===== config.mk =====
export PLATFORM = sky130hd
export DESIGN_NAME = display_scan_ctrl
export DESIGN_NICKNAME = d
export VERILOG_FILES = /design/src/rtl/display_scan_ctrl.sv
export SDC_FILE = /design/constraint.sdc
export NUM_CORES = 1
export LEC_CHECK = 0
export ABC_AREA = 1
export CORE_UTILIZATION = 45
export DETAILED_ROUTE_END_ITERATION = 12
export GPL_ROUTABILITY_DRIVEN = 0
export GPL_TIMING_DRIVEN = 0
export PLACE_DENSITY = 0.78
export SETUP_SLACK_MARGIN = 0.2
export SYNTH_ARGS = -nofsm -noshare
export SYNTH_HDL_FRONTEND = slang
export SYNTH_SLANG_ARGS = --single-unit

===== constraint.sdc =====
create_clock -name HCLK -period 1.6 [get_ports HCLK]
set_input_delay 0.16 -clock HCLK [delete_from_list [all_inputs] [get_ports HCLK]]
set_output_delay 0.16 -clock HCLK [all_outputs]
set_load 0.005 [all_outputs]

===== src/rtl/display_scan_ctrl.sv =====
// rtl/display_scan_ctrl.sv - frame scan controller: raster pixel reads packed into two-pixel panel beats
module display_scan_ctrl #(
  parameter int WIDTH  = 768,
  parameter int HEIGHT = 512,
  parameter int HBLANK = 4,
  parameter int ADDR_W = 19
) (
  input  logic              HCLK,
  input  logic              HRESETn,
  input  logic              START,
  input  logic              DISP_READY,
  output logic              MEM_RD,
  output logic [ADDR_W-1:0] MEM_ADDR,
  input  logic [23:0]       MEM_RDATA,
  output logic              RECON_VALID,
  output logic [7:0]        DATA_RECON_R0,
  output logic [7:0]        DATA_RECON_G0,
  output logic [7:0]        DATA_RECON_B0,
  output logic [7:0]        DATA_RECON_R1,
  output logic [7:0]        DATA_RECON_G1,
  output logic [7:0]        DATA_RECON_B1,
  output logic              BUSY,
  output logic              FRAME_DONE
);

  localparam int XW = (WIDTH / 2 > 1) ? $clog2(WIDTH / 2) : 1;
  localparam int YW = (HEIGHT > 1) ? $clog2(HEIGHT) : 1;
  localparam int BW = (HBLANK > 1) ? $clog2(HBLANK) : 1;

  localparam logic [XW-1:0] X_LAST = XW'(WIDTH / 2 - 1);
  localparam logic [YW-1:0] Y_LAST = YW'(HEIGHT - 1);
  // blank counter holds the remaining cycles minus one, so it lasts HBLANK cycles
  localparam logic [BW-1:0] B_LOAD = BW'((HBLANK > 0) ? HBLANK - 1 : 0);

  typedef enum logic [2:0] {IDLE, RD0, RD1, CAP, OUT, BLANK, DONE} state_t;

  state_t              state;
  state_t              state_nxt;
  logic [ADDR_W-1:0]   ptr;
  logic [XW-1:0]       x;
  logic [YW-1:0]       y;
  logic [BW-1:0]       bcnt;
  logic [23:0]         pix0;
  logic [23:0]         pix1;

  // beat data always comes straight from the capture registers, so it cannot move while OUT waits
  assign DATA_RECON_R0 = pix0[23:16];
  assign DATA_RECON_G0 = pix0[15:8];
  assign DATA_RECON_B0 = pix0[7:0];
  assign DATA_RECON_R1 = pix1[23:16];
  assign DATA_RECON_G1 = pix1[15:8];
  assign DATA_RECON_B1 = pix1[7:0];

  // state register
  always_ff @(posedge HCLK) begin
    if (!HRESETn) state <= IDLE;
    else          state <= state_nxt;
  end

  // next-state and output decode, all outputs derived from the registered state
  always_comb begin
    state_nxt   = state;
    MEM_RD      = 1'b0;
    MEM_ADDR    = '0;
    RECON_VALID = 1'b0;
    FRAME_DONE  = 1'b0;
    BUSY        = (state != IDLE);
    case (state)
      IDLE: if (START) state_nxt = RD0;
      RD0: begin
        MEM_RD    = 1'b1;
        MEM_ADDR  = ptr;
        state_nxt = RD1;
      end
      RD1: begin
        MEM_RD    = 1'b1;
        MEM_ADDR  = ptr + ADDR_W'(1);
        state_nxt = CAP;
      end
      CAP: state_nxt = OUT;
      OUT: begin
        RECON_VALID = 1'b1;
        if (DISP_READY) begin
          if (x != X_LAST)      state_nxt = RD0;
          else if (y != Y_LAST) state_nxt = (HBLANK > 0) ? BLANK : RD0;
          else                  state_nxt = DONE;
        end
      end
      BLANK: if (bcnt == '0) state_nxt = RD0;
      DONE: begin
        FRAME_DONE = 1'b1;
        state_nxt  = IDLE;
      end
      default: state_nxt = IDLE;
    endcase
  end

  // address/position counters, blank timer and pixel capture
  always_ff @(posedge HCLK) begin
    if (!HRESETn) begin
      ptr  <= '0;
      x    <= '0;
      y    <= '0;
      bcnt <= '0;
      pix0 <= '0;
      pix1 <= '0;
    end else begin
      case (state)
        IDLE: begin
          if (START) begin
            ptr <= '0;
            x   <= '0;
            y   <= '0;
          end
        end
        RD1: pix0 <= MEM_RDATA;
        CAP: pix1 <= MEM_RDATA;
        OUT: begin
          if (DISP_READY) begin
            ptr <= ptr + ADDR_W'(2);
            if (x != X_LAST) begin
              x <= x + XW'(1);
            end else if (y != Y_LAST) begin
              x    <= '0;
              y    <= y + YW'(1);
              bcnt <= B_LOAD;
            end
          end
        end
        BLANK: if (bcnt != '0) bcnt <= bcnt - BW'(1);
        default: ;
      endcase
    end
  end

endmodule


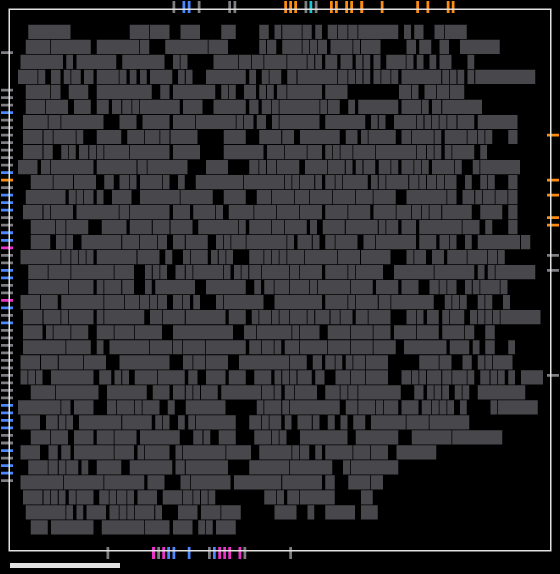
Fig. 1. Pin map (run 1).
Scale bar: 20 um. Pins as bars across the die edge, other pins in grey.
port	colour	pins	direction	edge
DATA_RECON_B1	magenta	8	output	6 bottom, 2 left
MEM_ADDR	orange	19	output	13 top, 5 right, 1 left
BUSY	cyan	1	output	top
MEM_RDATA	blue	24	input	18 left, 4 bottom, 2 top
Port Buffers: 98
die y size: 97.8 um
die width: 97.8 um

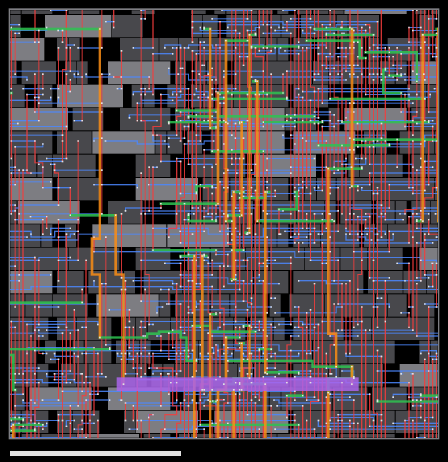
Fig. 2. Zoomed window (run 1).
Scale bar: 20 um. Region (24, 43) to (74, 93) um. Cells in grey, sequential cells in the stronger grey; small squares are vias.
layer	colour
M5	purple
M2	red
M1	blue
M4	orange
M3	green
netlist names of flops here include	ptr (9), pix0 (4), pix1 (4)
most frequent	nor2_1 (30), nand2_1 (23)
sequential cells in the window	23
cells with their middle in the window	246

==> job_summary.md, run 1 <==
## Synthesis and layout report

| Metric | Value |
|---|---|
| Crit path DRT | roughly 1.4 ns |
| Area leader share | 43.1% |
| Fraction of cell area in non-clock buffers | between 20% and 30% |
| Busiest grt layer | met2 |
| Top_reg_cell synth | dfxtp_1 |
| Vias in the first global route | roughly 4,600 |
| Inverter count | ~60 |
| DP Area | approximately 5300 um2 |
| Via count | around 4,800 |
| Setup WS post-layout | -0.164 ns |
| Outcome | finished, violations left |
| Slowest stage delay, CP | between 0.4 and 0.5 ns |
| XOR Share, Synth | 0.424% |
| Non-filler cells, final | approximately 870 |
| Setup TNS | -5.58 ns |
| Met3 global-route usage | ~8.9% |
| Top cell category | multi-input combinational cells |
| Buffers, non-clock | roughly 170 |
| Power density cells | between 800 and 900 nW/um2 |
| Tap cells | about 110 |
| Syn nets | between 600 and 700 |
| Met2 WL | between 7000 and 8000 um |
| Post-synth top area cell | dfxtp_1 |
| Failing checks | setup timing |
| Routed length on met1 | between 5000 and 6000 um |
| Setup violations, final | between 80 and 90 |
| Avg Inst Size Synth | 6.98 um2 |
| Top Registers | pix0 (24), pix1 (24), ptr (18) |
| RR Endpoint | state[0] |
| Post-Synth AOI/OAI Area | between 10% and 20% |
| MUX share of area | 0% |
| Slew Limit Fails | 0 |
| Combinational share of cell area | between 30% and 40% |
| CP top delay family | flip-flops |
| Post-synthesis cell area | ~4100 um2 |
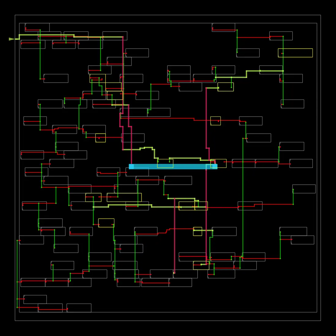
Fig. 3. Clock routing (run 1).
flop count: 89
# clock sinks: 89
clk pwr: 0.00186 W

==> run 1: cell usage in the layout, fill, tap and decap left out, types with 3 or more instances in the layout <==
cell / n
nand2_4: 12
clkbuf_1: 6
nand4_1: 7
buf_12: 3
nor2_2: 24
dlygate4sd2_1: 14
inv_4: 4
dfxtp_1: 55
a21oi_2: 10
nand3_1: 14
inv_2: 6
o21ai_0: 36
buf_6: 36
nand3_4: 4
buf_2: 23
dfxtp_4: 6
o21ai_1: 10
a21oi_1: 14
o21ai_2: 17
inv_1: 48
nor3_1: 5
clkbuf_8: 10
ha_4: 3
nand3_2: 11
nor2_4: 29
nor2_1: 116
nand2_1: 69
dfxtp_2: 28
buf_8: 4
buf_4: 19
nand2_2: 22
nor3_4: 3
clkdlybuf4s50_1: 44
dlymetal6s2s_1: 17
==> run 2, diff against run 1 <==
--- a/config.mk
+++ b/config.mk
@@ -6,12 +6,14 @@
 export NUM_CORES = 1
 export LEC_CHECK = 0
 export ABC_AREA = 1
+export CAP_MARGIN = 20
 export CORE_UTILIZATION = 45
 export DETAILED_ROUTE_END_ITERATION = 12
 export GPL_ROUTABILITY_DRIVEN = 0
 export GPL_TIMING_DRIVEN = 0
 export PLACE_DENSITY = 0.78
 export SETUP_SLACK_MARGIN = 0.2
+export SLEW_MARGIN = 10
 export SYNTH_ARGS = -nofsm -noshare
 export SYNTH_HDL_FRONTEND = slang
 export SYNTH_SLANG_ARGS = --single-unit
==> run 2 against run 1 <==
Compared with the run above:
- the flow still finishes with violations (setup timing)
- final cell count is the same
- sequential cell count is the same
- fmax is the same
- sequential power is essentially flat
- via count is the same
- combinational power is essentially flat
- clock skew is the same
- synthesized area is the same
- sequential share of layout area is the same
- wire length is the same
- register-to-register slack is essentially flat
- critical path type unchanged
- largest cell class unchanged
- largest power group unchanged
==> job_summary.md, run 2 <==
## Synthesis and layout report

| Metric | Value |
|---|---|
| Clk pwr | 0.00186 W (about the same) |
| Non-filler cells, final | 867 (unchanged) |
| Combinational share of cell area | 39.1% (unchanged) |
| Via count | 4,750 (unchanged) |
| Syn nets | 625 (unchanged) |
| Post-synthesis cell area | 4130 um2 (unchanged) |
| Failing checks | setup timing (unchanged) |
| Dominant logic cell type in the layout | nor2_1 (unchanged) |
| Top Layout Cells | 116 x nor2_1, 69 x nand2_1, 55 x dfxtp_1 (unchanged) |
| Port Buffers | 98 (unchanged) |
| Flop count | 89 (unchanged) |
| Tap cells | 108 (unchanged) |
| Fraction of cell area in non-clock buffers | 24.4% (unchanged) |
| Outcome | finished, violations left (unchanged) |
| Buffers, non-clock | 171 (unchanged) |
| Top_reg_cell synth | dfxtp_1 (unchanged) |
| Crit path DRT | 1.44 ns (about the same) |
| Setup crit end kind | output pin (unchanged) |
| Top cell category | multi-input combinational cells (unchanged) |
| Setup WS post-layout | -0.164 ns (unchanged) |
| Post-synth top area cell | dfxtp_1 (unchanged) |
| Avg Inst Size Synth | 6.98 um2 (unchanged) |
| Vias in the first global route | 4,629 (unchanged) |
| CP top delay family | flip-flops (unchanged) |
| Chip Area | 9570 um2 (unchanged) |
| Setup TNS | -5.58 ns (unchanged) |
| Setup violations, final | 81 (unchanged) |
| RR Endpoint | state[0] (unchanged) |
| Multi-input gate count | 423 (unchanged) |
| Area leader share | 43.1% (unchanged) |
| # clock sinks | 89 (unchanged) |
==> run 2: cell counts after synthesis <==
No cell type changed its count.
==> run 2: cell families (layout without fill, tap and decap cells) <==
logic type,count (synthesis),after routing,synth area share (%)
adder cells (fa/ha/maj),5,5,1.51
AND-OR/OR-AND,94,94,12.0
buffers and inverters,80,247,8.12
AND/OR/NAND/NOR,322,322,34.8
XOR/XNOR,2,2,0.424
flip-flops,89,89,43.1
==> run 2: per-layer routing <==
metal  share of wire, %  vias up  GRT usage (%)  wire, um
li1                   -     2203              -         -
met1                 37     2235           31.8      5500
met2                 51      246           50.1      7500
met3                7.8       64           8.95      1160
met4                4.0        2           14.1       586
met5               0.18        -              0        26
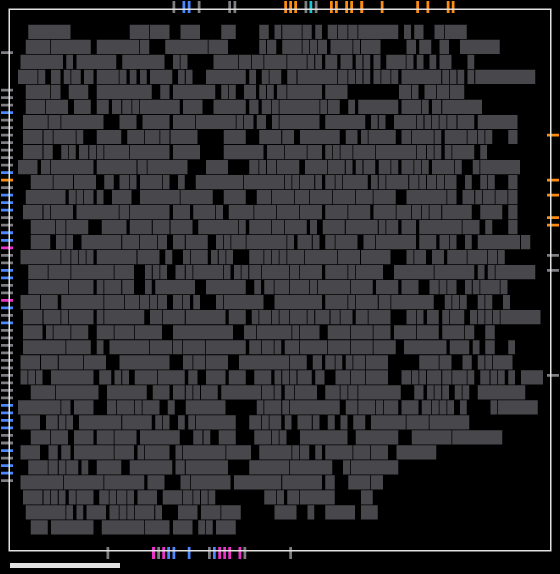
Fig. 4. Pin map (run 2).
Scale bar: 20 um. Pins as bars across the die edge, other pins in grey.
port	colour	pins	direction	edge
BUSY	cyan	1	output	top
MEM_ADDR	orange	19	output	13 top, 5 right, 1 left
DATA_RECON_B1	magenta	8	output	6 bottom, 2 left
MEM_RDATA	blue	24	input	18 left, 4 bottom, 2 top
all pins by edge	54 left, 22 top, 15 bottom, 8 right

No activity file was given, so power comes from the tool's default toggle rates.
